==> config.mk <==
export PLATFORM = sky130hd
export DESIGN_NAME = cdb_arbiter
export DESIGN_NICKNAME = d
export VERILOG_FILES = /design/src/rtl/cdb_arbiter.sv
export SDC_FILE = /design/constraint.sdc
export NUM_CORES = 1
export LEC_CHECK = 0
export CORE_UTILIZATION = 50
export DETAILED_ROUTE_END_ITERATION = 10
export GPL_TIMING_DRIVEN = 0
export PLACE_DENSITY = 0.77
export SLEW_MARGIN = 15
export SYNTH_ARGS = -nofsm -noshare
export SYNTH_HDL_FRONTEND = slang
export SYNTH_SLANG_ARGS = --single-unit
==> constraint.sdc <==
create_clock -name clock -period 2.79 [get_ports clock]
set_input_delay 0.558 -clock clock [delete_from_list [all_inputs] [get_ports clock]]
set_output_delay 0.558 -clock clock [all_outputs]
set_load 0.01 [all_outputs]
==> src/rtl/cdb_arbiter.sv <==
// Multi-source common data bus: per-source result FIFOs, round-robin grant, registered broadcast.
// Optional build macro CDB_PRIO0_EN gives source 0 fixed priority over the round-robin.

module cdb_queue #(
    parameter int ROB_W  = 6,
    parameter int DATA_W = 32,
    parameter int DEPTH  = 2
) (
    input  logic              clock,
    input  logic              reset,
    input  logic              flush,
    input  logic              push,
    input  logic              pop,
    input  logic [ROB_W-1:0]  in_rob,
    input  logic [DATA_W-1:0] in_data,
    output logic              ready,
    output logic              empty,
    output logic [ROB_W-1:0]  head_rob,
    output logic [DATA_W-1:0] head_data
);
    localparam int PTR_W = (DEPTH > 1) ? $clog2(DEPTH) : 1;
    localparam int CNT_W = $clog2(DEPTH + 1);

    logic [DEPTH-1:0][ROB_W-1:0]  rob_mem;
    logic [DEPTH-1:0][DATA_W-1:0] data_mem;
    logic [PTR_W-1:0]             rd_ptr, wr_ptr;
    logic [CNT_W-1:0]             count;

    function automatic logic [PTR_W-1:0] wrap_inc(input logic [PTR_W-1:0] p);
        return (p == PTR_W'(DEPTH - 1)) ? '0 : p + PTR_W'(1);
    endfunction

    always_ff @(posedge clock) begin
        if (push) begin
            rob_mem[wr_ptr]  <= in_rob;
            data_mem[wr_ptr] <= in_data;
        end
    end

    // Flush empties the queue and overrides any push/pop in the same cycle.
    always_ff @(posedge clock) begin
        if (reset || flush) begin
            rd_ptr <= '0;
            wr_ptr <= '0;
            count  <= '0;
        end else begin
            if (push) wr_ptr <= wrap_inc(wr_ptr);
            if (pop)  rd_ptr <= wrap_inc(rd_ptr);
            case ({push, pop})
                2'b10:   count <= count + CNT_W'(1);
                2'b01:   count <= count - CNT_W'(1);
                default: count <= count;
            endcase
        end
    end

    assign ready     = (count != CNT_W'(DEPTH));
    assign empty     = (count == '0);
    assign head_rob  = rob_mem[rd_ptr];
    assign head_data = data_mem[rd_ptr];
endmodule

module cdb_arbiter #(
    parameter  int NUM_SRC = 4,
    parameter  int ROB_W   = 6,
    parameter  int DATA_W  = 32,
    parameter  int DEPTH   = 2,
    localparam int SRC_W   = $clog2(NUM_SRC)
) (
    input  logic                      clock,
    input  logic                      reset,
    input  logic                      flush,
    input  logic [NUM_SRC-1:0]        req_valid,
    input  logic [NUM_SRC*ROB_W-1:0]  req_rob,
    input  logic [NUM_SRC*DATA_W-1:0] req_data,
    output logic [NUM_SRC-1:0]        req_ready,
    output logic                      cast_valid,
    output logic [ROB_W-1:0]          cast_rob,
    output logic [DATA_W-1:0]         cast_data,
    output logic [SRC_W-1:0]          cast_src
);
    logic [NUM_SRC-1:0]             q_empty;
    logic [NUM_SRC-1:0]             grant;
    logic [NUM_SRC-1:0][ROB_W-1:0]  head_rob;
    logic [NUM_SRC-1:0][DATA_W-1:0] head_data;
    logic [SRC_W-1:0]               rr_ptr, ptr_nxt, win, idx_w;
    logic                           win_vld;
    int unsigned                    idx;

    for (genvar i = 0; i < NUM_SRC; i++) begin : g_q
        cdb_queue #(.ROB_W(ROB_W), .DATA_W(DATA_W), .DEPTH(DEPTH)) u_q (
            .clock     (clock),
            .reset     (reset),
            .flush     (flush),
            .push      (req_valid[i] & req_ready[i]),
            .pop       (grant[i]),
            .in_rob    (req_rob[i*ROB_W +: ROB_W]),
            .in_data   (req_data[i*DATA_W +: DATA_W]),
            .ready     (req_ready[i]),
            .empty     (q_empty[i]),
            .head_rob  (head_rob[i]),
            .head_data (head_data[i])
        );
    end

    // Scan from the pointer, wrapping; first non-empty queue wins.
    always_comb begin
        win     = '0;
        win_vld = 1'b0;
        idx     = 0;
        idx_w   = '0;
        for (int k = 0; k < NUM_SRC; k++) begin
            idx = int'(rr_ptr) + k;
            if (idx >= NUM_SRC) idx = idx - NUM_SRC;
            idx_w = SRC_W'(idx);
            if (!win_vld && !q_empty[idx_w]) begin
                win_vld = 1'b1;
                win     = idx_w;
            end
        end
        ptr_nxt = rr_ptr;
        if (win_vld) ptr_nxt = (win == SRC_W'(NUM_SRC - 1)) ? '0 : win + SRC_W'(1);
`ifdef CDB_PRIO0_EN
        if (!q_empty[0]) begin
            win_vld = 1'b1;
            win     = '0;
            ptr_nxt = rr_ptr;
        end
`endif
        grant = '0;
        if (win_vld) grant[win] = 1'b1;
    end

    // A grant in a flush cycle is dropped: queues clear and no broadcast follows.
    always_ff @(posedge clock) begin
        if (reset) begin
            rr_ptr     <= '0;
            cast_valid <= 1'b0;
            cast_rob   <= '0;
            cast_data  <= '0;
            cast_src   <= '0;
        end else if (flush) begin
            rr_ptr     <= '0;
            cast_valid <= 1'b0;
        end else begin
            rr_ptr     <= ptr_nxt;
            cast_valid <= win_vld;
            if (win_vld) begin
                cast_rob  <= head_rob[win];
                cast_data <= head_data[win];
                cast_src  <= win;
            end
        end
    end
endmodule

**Clock wires, drivers and flops**

The bar under the picture is 50 um long.
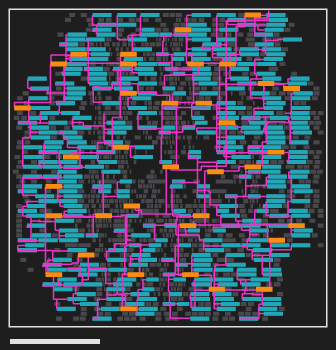
[cyan] flip-flops | count: 363
[orange] clock-net drivers | count: 36
[magenta] clock wires | length: 3920 um
flops lie	spread over the die

**Sequential cells coloured by netlist name**

The bar under the picture is 50 um long.
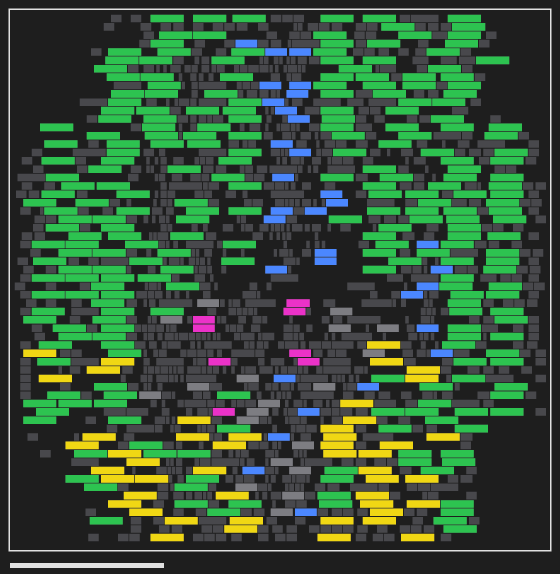
colour	name in the netlist	sequential cells
blue	`cast_data`	32
magenta	`g_q.u_q.count`	8
green	`g_q.u_q.data_mem`	256
yellow	`g_q.u_q.rob_mem`	48
not coloured	19
final core utilization: 64.3%
flop share of the area: 54.1%
power in sequential cells: 0.00672 W
register area: 10300 um^2

==> impl_metrics.json <==
{
  "crit_arrival_ns": 3.16,
  "numCtsBuffers": 36,
  "path_class": "reg -> reg",
  "final_common_cell": "edfxtp_1",
  "dp_slack_ns": -0.0317,
  "crit_path_start_kind": "register",
  "grt_max_degree": 35,
  "drc": 0,
  "ys_cells": 1035,
  "slew_headroom_pct": 47.1,
  "cp-end-kind": "register",
  "mostFrequentLayoutCells": "edfxtp_1, clkdlybuf4s50_1, mux2i_1",
  "synthDistinctLibCells": 44,
  "clk_latency_ns": 0.52,
  "largest_reg_flops": 256,
  "holdBufCountCts": 0,
  "worst_slew_pin_slew_ns": 0.793,
  "crit_top_cell": "ha_1",
  "routed.top_layer": "met4",
  "common_cells": "edfxtp_1, mux2i_1, o21ai_0, nor2_1, dfxtp_1",
  "crit_buf_inv": 1,
  "use_met1_pct": 29.5,
  "fp.dieW_um": 175,
  "drv_slew": 0,
  "internal_power_w": 0.0117,
  "drt_iter0_markers": 733,
  "syn_avg_cell_area_um2": 14.5,
  "async_flop_share_pct": 0,
  "place_area_um2": 17800,
  "port_buffers": 203,
  "rsz0062_at_grt": "no",
  "worst-path-max-fanout": 11,
  "p_leak_nw": 6.38,
  "cts_resized": 0,
  "final_antenna_net_count": 0,
  "hold_end": "cast_src[1]",
  "cts_buffer_depth": 3,
  "outcome": "finished clean",
  "top_cells_by_area": "edfxtp_1, mux2i_1, dfxtp_1",
  "fin_area_um2": 19100,
  "vdd_ir_drop_max_v": 0.000554,
  "largest_class": "flip-flops and latches"
}
**Cell placement**

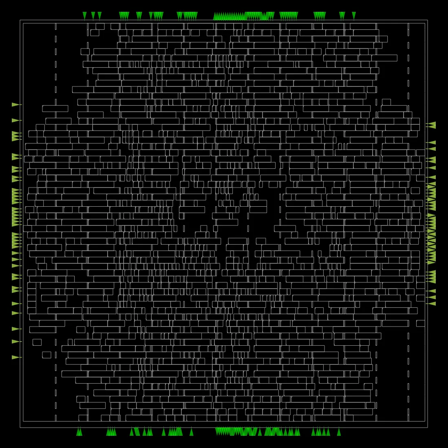
core area: 29600 um^2
fillers: 2185
# rows: 63
Tap Count: 390

**Sizing map**

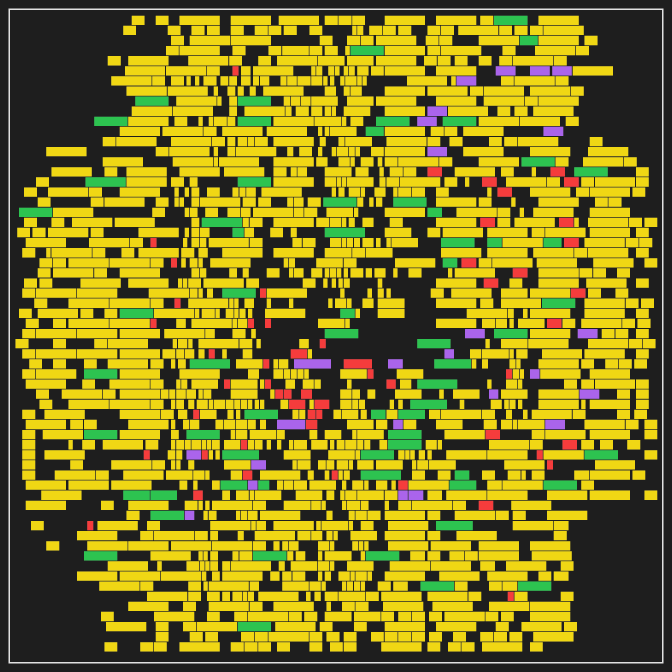
colour	size	cells	share
yellow	x1 and smaller	1170	89%
green	x6 and larger	63	4.8%
red	x2	54	4.1%
purple	x3 and x4	25	1.9%

## power groups by stage
stage | Clock [W] | Combinational (W) | Sequential (W)
3_5_place_dp | 0 | 0.00467 | 0.00682
4_1_cts | 0.00509 | 0.00474 | 0.00672
3_3_place_gp | 0 | 0.00449 | 0.00683
5_1_grt | 0.00531 | 0.00511 | 0.00677
2_1_floorplan | 0 | 0.00280 | 0.00689
6_report | 0.00502 | 0.00473 | 0.00672
## cells by family (layout without fill, tap and decap cells)
| family | after synthesis | count (layout) | synth area share [%] |
|---|---|---|---|
| adder cells (fa/ha/maj) | 6 | 6 | 0.499 |
| AND/OR/NAND/NOR | 128 | 128 | 3.71 |
| buffers and inverters | 114 | 391 | 3.47 |
| XOR/XNOR | 16 | 16 | 0.931 |
| multiplexers | 192 | 192 | 13.4 |
| other | 0 | 3 | 0 |
| flip-flops | 363 | 363 | 68.5 |
| AND-OR/OR-AND | 216 | 216 | 9.51 |
## worst max-delay path by stage
stage | cells past startpoint | from | endpoint | slack [ns]
6_report | 9 | g_q[3].u_q.count[0] | g_q[1].u_q.count[1] | 0.08
5_1_grt | 9 | g_q[3].u_q.count[0] | g_q[1].u_q.count[1] | 0.007
4_1_cts | 10 | g_q[0].u_q.count[0] | g_q[1].u_q.count[1] | 0.07
3_5_place_dp | 10 | g_q[3].u_q.count[0] | g_q[1].u_q.count[1] | -0.03
3_3_place_gp | 3 | req_valid[0] | g_q[0].u_q.data_mem[12] | -1.59
2_1_floorplan | 3 | g_q[3].u_q.count[0] | g_q[3].u_q.data_mem[0] | 0.03
## worst reg2reg max path, stage by stage (launching register included)
cell      delay (ns)
dfxtp_1         0.40
or2_2           0.37
a211oi_1        0.22
a211o_1         0.21
buf_2           0.26
ha_1            0.17
and2_1          0.18
ha_1            0.28
or3_1           0.41
a21oi_1         0.15
Power is estimated from default activity; no workload was simulated.
